`src/rtl/instruction_encoder_stream.sv`:
```
// instruction_encoder_stream
// Packs one instruction field set per handshake into 16-bit halfwords for a
// program-memory writer. A short instruction is one halfword; an extended one
// is a high halfword followed by a low halfword carrying the full immediate.
// Each emitted halfword is tagged with a running 8-bit word address.
//
// Optional feature macro: AUTO_EXTEND_EN
//   When defined, an immediate that does not fit in 6 bits forces the
//   extended format, so trunc_err can never set.
//
// Handshake rule (both ports): a transfer happens on the rising edge where
// valid and ready are both high; valid never depends on ready, and the payload
// of a presented halfword is held unchanged until it is taken.
module instruction_encoder_stream (
    input  logic        clk,
    input  logic        rst,
    input  logic        in_valid,
    output logic        in_ready,
    input  logic [3:0]  opcode,
    input  logic [2:0]  reg1,
    input  logic [2:0]  reg2,
    input  logic [15:0] immediate_16,
    input  logic        use_extended,
    output logic        out_valid,
    input  logic        out_ready,
    output logic [15:0] out_data,
    output logic [7:0]  out_addr,
    output logic        out_last,
    input  logic        addr_load,
    input  logic [7:0]  addr_value,
    output logic        trunc_err,
    output logic        wrap_flag
);

    typedef enum logic [1:0] {
        IDLE   = 2'd0,
        SINGLE = 2'd1,
        EXT_HI = 2'd2,
        EXT_LO = 2'd3
    } state_t;

    // Registered FSM state; kept as a named enum so checkers can bind to it.
    state_t      state;
    state_t      state_nxt;

    logic [15:0] lo_data;       // low halfword waiting behind EXT_HI
    logic        single_trunc;  // pending short word drops immediate bits
    logic        ext_sel;
    logic        imm_wide;
    logic        accept;
    logic        fire;

    assign imm_wide = |immediate_16[15:6];

`ifdef AUTO_EXTEND_EN
    assign ext_sel = use_extended | imm_wide;
`else
    assign ext_sel = use_extended;
`endif

    assign out_valid = (state != IDLE);
    assign out_last  = (state == SINGLE) || (state == EXT_LO);
    assign fire      = out_valid & out_ready;
    // A new field set can be taken while the final halfword of the previous
    // instruction leaves, which keeps short instructions at one per cycle.
    assign in_ready  = (state == IDLE) | (fire & out_last);
    assign accept    = in_valid & in_ready;

    // State register; reset abandons any half-emitted extended instruction.
    always_ff @(posedge clk or posedge rst) begin
        if (rst) begin
            state <= IDLE;
        end else begin
            state <= state_nxt;
        end
    end

    // Next-state logic.
    always_comb begin
        state_nxt = state;
        case (state)
            IDLE: begin
                if (accept) begin
                    state_nxt = ext_sel ? EXT_HI : SINGLE;
                end
            end
            EXT_HI: begin
                if (out_ready) begin
                    state_nxt = EXT_LO;
                end
            end
            SINGLE, EXT_LO: begin
                if (out_ready) begin
                    if (accept) begin
                        state_nxt = ext_sel ? EXT_HI : SINGLE;
                    end else begin
                        state_nxt = IDLE;
                    end
                end
            end
            default: state_nxt = IDLE;
        endcase
    end

    // Halfword datapath: build words on acceptance, swap in the low half
    // once the high half has been taken.
    always_ff @(posedge clk or posedge rst) begin
        if (rst) begin
            out_data     <= 16'h0000;
            lo_data      <= 16'h0000;
            single_trunc <= 1'b0;
        end else if (accept) begin
            if (ext_sel) begin
                out_data <= {opcode, reg1, reg2, 6'b000000};
            end else begin
                out_data <= {opcode, reg1, reg2, immediate_16[5:0]};
            end
            lo_data      <= immediate_16;
            single_trunc <= ~ext_sel & imm_wide;
        end else if (fire && (state == EXT_HI)) begin
            out_data <= lo_data;
        end
    end

    // Word address counter and sticky status flags.
    always_ff @(posedge clk or posedge rst) begin
        if (rst) begin
            out_addr  <= 8'h00;
            trunc_err <= 1'b0;
            wrap_flag <= 1'b0;
        end else if ((state == IDLE) && addr_load) begin
            out_addr <= addr_value;
        end else if (fire) begin
            out_addr <= out_addr + 8'd1;
            if (out_addr == 8'hFF) begin
                wrap_flag <= 1'b1;
            end
            if ((state == SINGLE) && single_trunc) begin
                trunc_err <= 1'b1;
            end
        end
    end

endmodule
```
`config.mk`:
```
export PLATFORM = sky130hd
export DESIGN_NAME = instruction_encoder_stream
export DESIGN_NICKNAME = d
export VERILOG_FILES = /design/src/rtl/instruction_encoder_stream.sv
export SDC_FILE = /design/constraint.sdc
export NUM_CORES = 1
export LEC_CHECK = 0
export CORE_MARGIN = 2
export CORE_UTILIZATION = 49
export CTS_CLUSTER_SIZE = 14
export DETAILED_ROUTE_END_ITERATION = 16
export HOLD_SLACK_MARGIN = 0.02
export PLACE_DENSITY = 0.85
export SLEW_MARGIN = 20
export SYNTH_ARGS = -nofsm -noshare
export SYNTH_HDL_FRONTEND = slang
export SYNTH_SLANG_ARGS = --single-unit
```
`constraint.sdc`:
```
create_clock -name clk -period 4.6 [get_ports clk]
set_clock_uncertainty 0.05 [all_clocks]
set_input_delay 0.92 -clock clk [delete_from_list [all_inputs] [get_ports clk]]
set_output_delay 0.92 -clock clk [all_outputs]
set_load 0.02 [all_outputs]
```
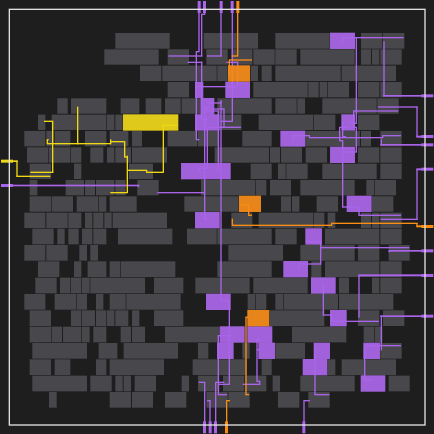
Fig. 1. I/O nets highlighted.
Scale: 6 px per um.
color	port	bits	direction	edge	end cells	buffers	wire
yellow	out_last	1	output	west	1	1	71.2 um
orange	reg2	3	input	1 south, 1 east, 1 north	3	3	69.2 um
purple	immediate_16	16	input	7 east, 4 south, 4 north, 1 west	25	16	515 um
port bufs: 68
Ports: 69

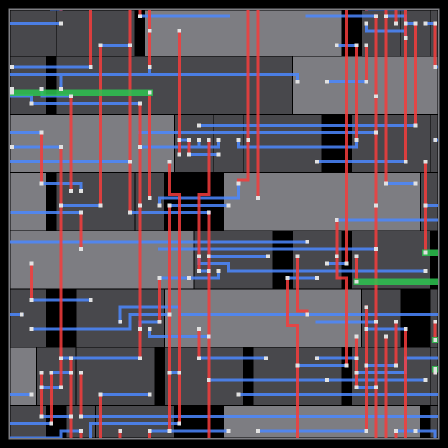
Fig. 2. Layout detail.
Window x 42 to 62, y 42 to 62 um. Cells in gray, sequential cells in the stronger gray; small squares are vias.
color	layer
blue	M1
green	M3
red	M2
most frequent	clkdlybuf4s50_1 (7), dfrtp_1 (7), a21oi_1 (5)
cells with their middle in the window	31
netlist names of flops here include	out_data (4), lo_data (3)
sequential cells in the window	7

==> out/summary.txt <==
Chip Area, Yosys: 2070 um2
Async SR Flop Fraction: 1.00
Power Total: 1.96 mW
CTS tree: yes
Reg2Reg Launch Point: state[0]$_DFFE_PP0P_
clock network area share: 0.0420
Log Warnings: 26
R2R depth: 3
Flops: 45
most common cell in the netlist: dfrtp_1
CTS buffer count: 5
endpoint type of the worst setup path: primary output
Final Cell Area: 2860 um2
sequential group power: 0.738 mW
Clock power frac: 0.157
Net Switching: 0.729 mW
internal power: 1.23 mW
Compound Share, Synth: 0.144
Max Clk Rate: 297 MHz
antenna viol nets, final: 0
Hold Path Origin: wrap_flag$_DFFE_PP0P_
first-pass GRT wire length: 7.33 mm
Max power group: combinational logic
RSZ-0062 raised after global routing: no
Final Hold Fails: 0
layout net count: 293
clk slew on worst S/H paths: 80 ps
vias in the first global route: 1540
Placer Congestion: 0.853
DR vias/cell: 5.30
GR Overflow Total: 0
met1 WL: 2.05 mm
Setup Viol. Count Final: 0
sequential area share after synthesis: 0.543
Yosys Instances: 188
number of DRC markers in iteration 0: 101
NonClk Buf Share: 0.238
largest registers: lo_data (16), out_data (16), out_addr (8)
die span in y: 69.0 um
most frequent logic cell in the layout: clkdlybuf4s50_1
highest metal used: met4
synth unique cells: 37
drt drc: 0
CTS resizes: 0
Cell area leaders: dfrtp_1, mux2_2, a21oi_1
Sw Ratio: 0.372
CP top delay family: buffers and inverters
worst r2r dst: lo_data[12]$_DFFE_PP0N_
layout cells sized above 1: 0.115
Comb area share: 0.298
Critical Path Stages: 4
number of tapcells: 50
GR Util met2: 0.288
register area: 1130 um2
largest net degree at the start of global routing: 46
status: finished, final reports clean
vias after detailed routing: 1607
bufs w/o clock: 68
top cell type by total area after synthesis: dfrtp_1
Hold Path Class: flop to flop
peak supply drop: 360 uV
Post-synth EDFFs: 0
global routing's busiest layer: met2
CTS Buffer Depth: 2
post-synth top area share: 0.543
Buf/Inv on CP: 2
DR WL met3: 287 um
hold-fix buffers at CTS: 0
area grow syn2layout: 38.0%
routed wl met2: 1.97 mm
DIE AREA: 4770 um2
Largest stage delay, worst path: 620 ps
hold path depth: 1
Synth Register Bits: 45
Pleak: 1.21 nW
CP Launch Type: input pin
Post-Syn Area: 2070 um2
most frequent cells in the layout: clkdlybuf4s50_1, dfrtp_1, nor2_1, a21oi_1, mux2_2
Dominant Register Cell: dfrtp_1
final core area utilization: 0.710
WL per Instance: 14.4 um
Sequential Power Share: 0.376
antenna cells: 0
Adder Share, Synth: 0.00604
Gate Area: 852 um2
CP startpoint: out_ready
Filler cells: 317
sequential share of cell area: 0.394
Power and IR drop assume default switching activity.
